### M2 wires

(1.5 px per µm)
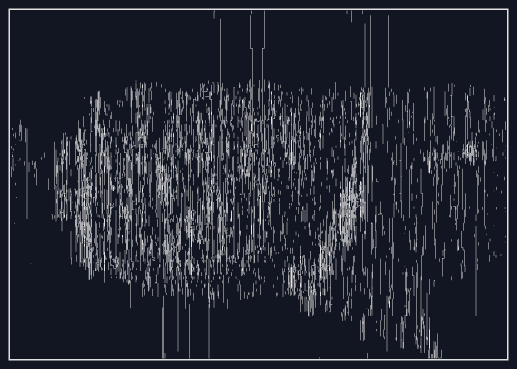
### Placement view

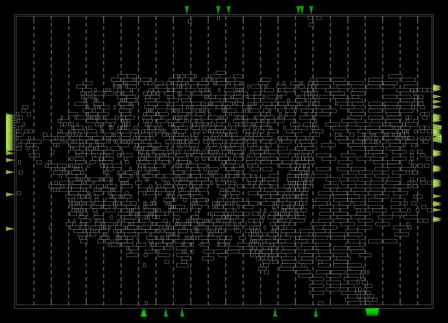
===== src/rtl/mul_pkg.sv =====
// Shared mode encoding and operand-extension helper for the elastic multiplier.
package mul_pkg;

    typedef enum logic [1:0] {
        MUL_UU   = 2'b00,
        MUL_SS   = 2'b01,
        MUL_SU   = 2'b10,
        MUL_RSVD = 2'b11
    } mul_mode_e;

    // Widest operand the extension helper supports.
    localparam int MUL_MAX_W = 64;

    function automatic logic mul_a_signed(input mul_mode_e mode);
        return (mode == MUL_SS) || (mode == MUL_SU);
    endfunction

    function automatic logic mul_b_signed(input mul_mode_e mode);
        return (mode == MUL_SS);
    endfunction

    // op holds a w-bit operand zero-padded on the left; fill replicates into
    // every bit from w upwards, giving the 2*w-bit extension in the low bits.
    function automatic logic [2*MUL_MAX_W-1:0] mul_extend(
        input logic [MUL_MAX_W-1:0] op,
        input logic                 fill,
        input int unsigned          w
    );
        logic [2*MUL_MAX_W-1:0] hi_mask;
        logic [2*MUL_MAX_W-1:0] ext;
        hi_mask = {(2*MUL_MAX_W){1'b1}} << w;
        ext     = {{MUL_MAX_W{1'b0}}, op} & ~hi_mask;
        if (fill) begin
            ext = ext | hi_mask;
        end
        return ext;
    endfunction

endpackage


===== src/rtl/mul_pipe_stage.sv =====
// One elastic register slice: holds a valid product/tag pair and accepts a new
// one whenever it is empty or its downstream neighbour is taking the current one.
module mul_pipe_stage #(
    parameter int DATA_W = 32,
    parameter int TAG_W  = 4
) (
    input  logic              clk,
    input  logic              rst_n,
    input  logic              flush,
    input  logic              up_valid,
    input  logic [DATA_W-1:0] up_data,
    input  logic [TAG_W-1:0]  up_tag,
    output logic              up_ready,
    output logic              dn_valid,
    output logic [DATA_W-1:0] dn_data,
    output logic [TAG_W-1:0]  dn_tag,
    input  logic              dn_ready
);
    logic              valid_q, valid_d;
    logic [DATA_W-1:0] data_q, data_d;
    logic [TAG_W-1:0]  tag_q, tag_d;

    always_comb begin
        up_ready = !valid_q || dn_ready;
        valid_d  = valid_q;
        data_d   = data_q;
        tag_d    = tag_q;
        if (up_ready) begin
            valid_d = up_valid;
            if (up_valid) begin
                data_d = up_data;
                tag_d  = up_tag;
            end
        end
        if (flush) begin
            valid_d = 1'b0;
        end
    end

    always_ff @(posedge clk or negedge rst_n) begin
        if (!rst_n) begin
            valid_q <= 1'b0;
        end else begin
            valid_q <= valid_d;
        end
    end

    // Payload is qualified by valid_q, so it carries no reset.
    always_ff @(posedge clk) begin
        data_q <= data_d;
        tag_q  <= tag_d;
    end

    assign dn_valid = valid_q;
    assign dn_data  = data_q;
    assign dn_tag   = tag_q;

endmodule


===== src/rtl/pipelined_multiplier.sv =====
// Elastic WIDTH x WIDTH multiplier with per-transaction signedness and a tag
// sideband, built from PIPE_STAGES bubble-collapsing valid/ready slices.
module pipelined_multiplier
    import mul_pkg::*;
#(
    parameter int WIDTH       = 16,
    parameter int PIPE_STAGES = 5,
    parameter int TAG_W       = 4
) (
    input  logic                             clk,
    input  logic                             rst_n,
    input  logic                             flush,
    input  logic                             in_valid,
    output logic                             in_ready,
    input  logic [WIDTH-1:0]                 in_a,
    input  logic [WIDTH-1:0]                 in_b,
    input  logic [1:0]                       in_mode,
    input  logic [TAG_W-1:0]                 in_tag,
    output logic                             out_valid,
    input  logic                             out_ready,
    output logic [2*WIDTH-1:0]               out_result,
    output logic [TAG_W-1:0]                 out_tag,
    output logic                             busy,
    output logic [$clog2(PIPE_STAGES+1)-1:0] occupancy
);
    localparam int OCC_W  = $clog2(PIPE_STAGES + 1);
    localparam int PROD_W = 2 * WIDTH;

    mul_mode_e              mode;
    logic [MUL_MAX_W-1:0]   a_wide, b_wide;
    logic [2*MUL_MAX_W-1:0] a_ext_w, b_ext_w;
    logic [PROD_W-1:0]      a_ext, b_ext, product;
    logic                   unused_ext;

    // Reserved mode carries neither signed flag, so it falls through to UU.
    always_comb begin
        mode   = mul_mode_e'(in_mode);
        a_wide = '0;
        b_wide = '0;
        a_wide[WIDTH-1:0] = in_a;
        b_wide[WIDTH-1:0] = in_b;
        a_ext_w = mul_extend(a_wide, mul_a_signed(mode) && in_a[WIDTH-1], WIDTH);
        b_ext_w = mul_extend(b_wide, mul_b_signed(mode) && in_b[WIDTH-1], WIDTH);
        a_ext   = a_ext_w[PROD_W-1:0];
        b_ext   = b_ext_w[PROD_W-1:0];
        product = a_ext * b_ext;
    end

    assign unused_ext = ^{a_ext_w, b_ext_w};

    // Stage 0 captures the product; later stages only move it along.
    for (genvar i = 0; i < PIPE_STAGES; i++) begin : g_stage
        logic              up_valid, up_rdy, dn_valid, dn_rdy;
        logic [PROD_W-1:0] up_data, dn_data;
        logic [TAG_W-1:0]  up_tag, dn_tag;

        if (i == 0) begin : g_head
            assign up_valid = in_valid && !flush;
            assign up_data  = product;
            assign up_tag   = in_tag;
        end else begin : g_body
            assign up_valid = g_stage[i-1].dn_valid;
            assign up_data  = g_stage[i-1].dn_data;
            assign up_tag   = g_stage[i-1].dn_tag;
        end

        if (i == PIPE_STAGES - 1) begin : g_tail
            assign dn_rdy = out_ready;
        end else begin : g_link
            assign dn_rdy = g_stage[i+1].up_rdy;
        end

        mul_pipe_stage #(
            .DATA_W (PROD_W),
            .TAG_W  (TAG_W)
        ) u_stage (
            .clk      (clk),
            .rst_n    (rst_n),
            .flush    (flush),
            .up_valid (up_valid),
            .up_data  (up_data),
            .up_tag   (up_tag),
            .up_ready (up_rdy),
            .dn_valid (dn_valid),
            .dn_data  (dn_data),
            .dn_tag   (dn_tag),
            .dn_ready (dn_rdy)
        );
    end

    logic              last_valid;
    logic [PROD_W-1:0] last_data;
    logic [TAG_W-1:0]  last_tag;
    logic              push, pop;
    logic [OCC_W-1:0]  occ_q, occ_d;

    assign last_valid = g_stage[PIPE_STAGES-1].dn_valid;
    assign last_data  = g_stage[PIPE_STAGES-1].dn_data;
    assign last_tag   = g_stage[PIPE_STAGES-1].dn_tag;

    assign in_ready   = g_stage[0].up_rdy && !flush;
    assign out_valid  = last_valid && !flush;
    // Gating keeps the unreset payload registers invisible until filled.
    assign out_result = last_valid ? last_data : '0;
    assign out_tag    = last_valid ? last_tag : '0;

    always_comb begin
        push  = in_valid && in_ready;
        pop   = out_valid && out_ready;
        occ_d = occ_q;
        if (flush) begin
            occ_d = '0;
        end else if (push && !pop) begin
            occ_d = occ_q + OCC_W'(1);
        end else if (pop && !push) begin
            occ_d = occ_q - OCC_W'(1);
        end
    end

    always_ff @(posedge clk or negedge rst_n) begin
        if (!rst_n) begin
            occ_q <= '0;
        end else begin
            occ_q <= occ_d;
        end
    end

    assign occupancy = occ_q;
    assign busy      = (occ_q != '0);

endmodule


===== config.mk =====
export PLATFORM = sky130hd
export DESIGN_NAME = pipelined_multiplier
export DESIGN_NICKNAME = d
export VERILOG_FILES = /design/src/rtl/mul_pkg.sv /design/src/rtl/mul_pipe_stage.sv /design/src/rtl/pipelined_multiplier.sv
export SDC_FILE = /design/constraint.sdc
export NUM_CORES = 1
export LEC_CHECK = 0
export CORE_ASPECT_RATIO = 0.7
export CORE_UTILIZATION = 25
export DETAILED_ROUTE_END_ITERATION = 16
export GPL_TIMING_DRIVEN = 0
export PLACE_DENSITY = 0.52
export SYNTH_ARGS = -nofsm -noshare
export SYNTH_HDL_FRONTEND = slang
export SYNTH_SLANG_ARGS = --single-unit

===== constraint.sdc =====
create_clock -name clk -period 5.1 [get_ports clk]
set_input_delay 0.51 -clock clk [delete_from_list [all_inputs] [get_ports clk]]
set_output_delay 0.51 -clock clk [all_outputs]
set_load 0.03 [all_outputs]

==> job_summary.md <==
## PnR job results

| Metric | Value |
|---|---|
| Post-synth top cells | inv_1 (358), fa_1 (335), and2_1 (206) |
| TritonCTS clock tree | done |
| Post-DRT Antenna Nets | 0 |
| Dominant flop cell | edfxtp_1 |
| Post-route minimum period | 7.22 ns |
| Critical Path Start Type | input port |
| Final hold vios | 0 |
| All-layer global routing usage | 13.4% |
| MaxCap Viol Count | 0 |
| MI comb area | 12700 µm² |
| Register area share after synthesis | 29.5% |
| Placed cell count | 2728 |
| Synth Instances | 1656 |
| Init Core Util | 25.3% |
| CTS Buf Count | 17 |
| Mapped cell area | 19000 µm² |
| Layout cells sized above 1 | 18.5% |
| Cell Type Count | 55 |
| Tool Warnings | 29 |
| Hold_buf cts | 0 |
| Slew margin rel. | 35.8% |
| Post-synthesis average cell area | 11.5 µm² |
| CP endpoint kind | flip-flop |
| Setup-failing EPs final | 23 |
| Floorplan row count | 84 |
| Fin Hold WS | 0.374 ns |
| FF-to-FF End | occupancy[2] |
| Aoi share | 3.41% |
| Status | finished, violations left |
| Vias in the first global route | 12900 |
| Critical path class | input port to flip-flop |
| Post-synthesis simple-gate area fraction | 11.7% |
| Fill cell count | 7555 |
| Clk sink count | 188 |
| Crit path from | in_mode[0] |
| Crit path required time | 5.26 ns |
| Fraction of registers with async set/reset | 4.26% |
| Die W | 331 µm |
| Root Driver | clkbuf_16 |
| Syn nets | 2163 |
| Post-synth EDFFs | 180 |
| Yosys xor share | 3.27% |
| Largest delay share family, worst path | adder cells |
| Reg2Reg Setup Slack | 2.36 ns |
| Worst setup slack after layout | -2.12 ns |
| Yosys warnings | 0 |
| Avg Vias per Cell | 4.24 |
| Final #Nets | 2340 |
| Max stage delay on crit path | 0.67 ns |
| Mux cell area share | 0.0527% |
| Initial DRC Count | 802 |
| Yosys stat area | 19000 µm² |
| Cycle use final | 142% |
| RePlAce Congestion | 0.891 |
| # DRC | 0 |
| Post-synth top area cell | fa_1 |
| Layout Skew | 0.00582 ns |
| # H-tree levels | 4 |
| RSZ-0062 raised after global routing | true |
| Worst Hold Class | input port to async pin |
| DR WL/cell | 17.9 µm |
| Global-route wire length before repair | 78.4 mm |
| Pin count of the biggest net entering global routing | 37 |
| Ys cells | 1656 |
| Largest register FFs | 160 |
| Input/output buffers | 81 |
| First-pass detailed-route iteration total | 6 |
| Failing checks | negative setup slack |
| Synth top cell by count | inv_1 |
| IO Pins | 85 |
| Comb area leader | adder cells |
| Worst R2R Start | g_stage[4].u_stage.dn_valid |
| Synth top area share | 35.3% |
| Worst-case clock buffer depth | 2 |
| Worst-path clk slew | 0.07 ns |
| CP cell instances | buf_6 -> ha_4 -> nor2b_4 -> clkbuf_16 -> nand2_4 -> fa_2 -> inv_2 -> fa_1 -> fa_2 -> fa_1 -> fa_1 -> fa_1 -> fa_1 -> fa_1 -> ha_4 -> nand4_1 -> nor4_2 -> o221ai_2 -> nand3_2 -> o31ai_4 -> o21ai_2 -> a31oi_1 -> xnor2_1 |
| Largest cells by area | fa_1 (35%), edfxtp_1 (28%), ha_1 (8.5%) |
-- 'M2 wires' (at the start) --
nets with wire on the layer: 1966
share of all routed wire: 39%
global-route met2 utilization: 18.7%
vias post-DR: 12000
Post-Route WL: 50.8 mm

-- 'Placement view' (at the start) --
Core Box Area: 75100 µm²
Seq area share: 23.7%

metal layers:
layer / vias up / share of wire [%] / global-route usage, %
li1: 5437 / - / -
met1: 6166 / 51 / 20.8
met2: 395 / 39 / 18.7
met3: 38 / 9.1 / 3.53
met4: 0 / 0.90 / 2.24
met5: - / 0 / 0
cell usage in the layout (no fill, tap or decap), drive strengths merged, types with 2 or more instances in the layout:
cell type and count:
a2111oi 2, a211oi 4, a21boi 3, a21o 6
a21oi 40, a31oi 3, and2 206, and3 16
buf 111, bufinv 2, clkbuf 63, clkdlybuf4s15 4
clkdlybuf4s50 50, clkinv 5, clkinvlp 5, dfrtp 8
edfxtp 180, fa 335, ha 129, inv 361
nand2 127, nand2b 5, nand3 5, nand4 6
nand4b 2, nor2 35, nor2b 7, nor3 3
nor4 2, o2111ai 2, o21a 2, o21ai 22
o21bai 6, o31ai 3, or2 2, xnor2 56
xor2 15
repair_timing:
item | CTS | global route
gates resized | 331 | 106
pin swaps | 84 | 78
cloned | 1 | 0
hold endpoints to repair | 0 | 0
setup buffers | 49 | 28
setup endpoints to repair | 25 | 23
area by class of cell:
cell class	count	area share, %
Antenna cell	1	0.0106
Timing Repair Buffer	159	6.27
Buffer	52	2.74
Clock buffer	19	1.87
Tap cell	989	5.23
Multi-Input combinational cell	1055	53.8
Sequential cell	188	23.7
Clock inverter	13	0.613
Inverter	360	5.78
per-stage QoR:
stage	worst slack (ns)	TNS [ns]	cell area (µm²)
2_1_floorplan	-1.93	-24.01	19300
3_3_place_gp	-3.71	-69.66	21300
3_5_place_dp	-3.80	-61.85	21400
4_1_cts	-1.99	-26.53	23100
5_1_grt	-2.21	-32.73	23700
6_report	-2.12	-29.95	23700
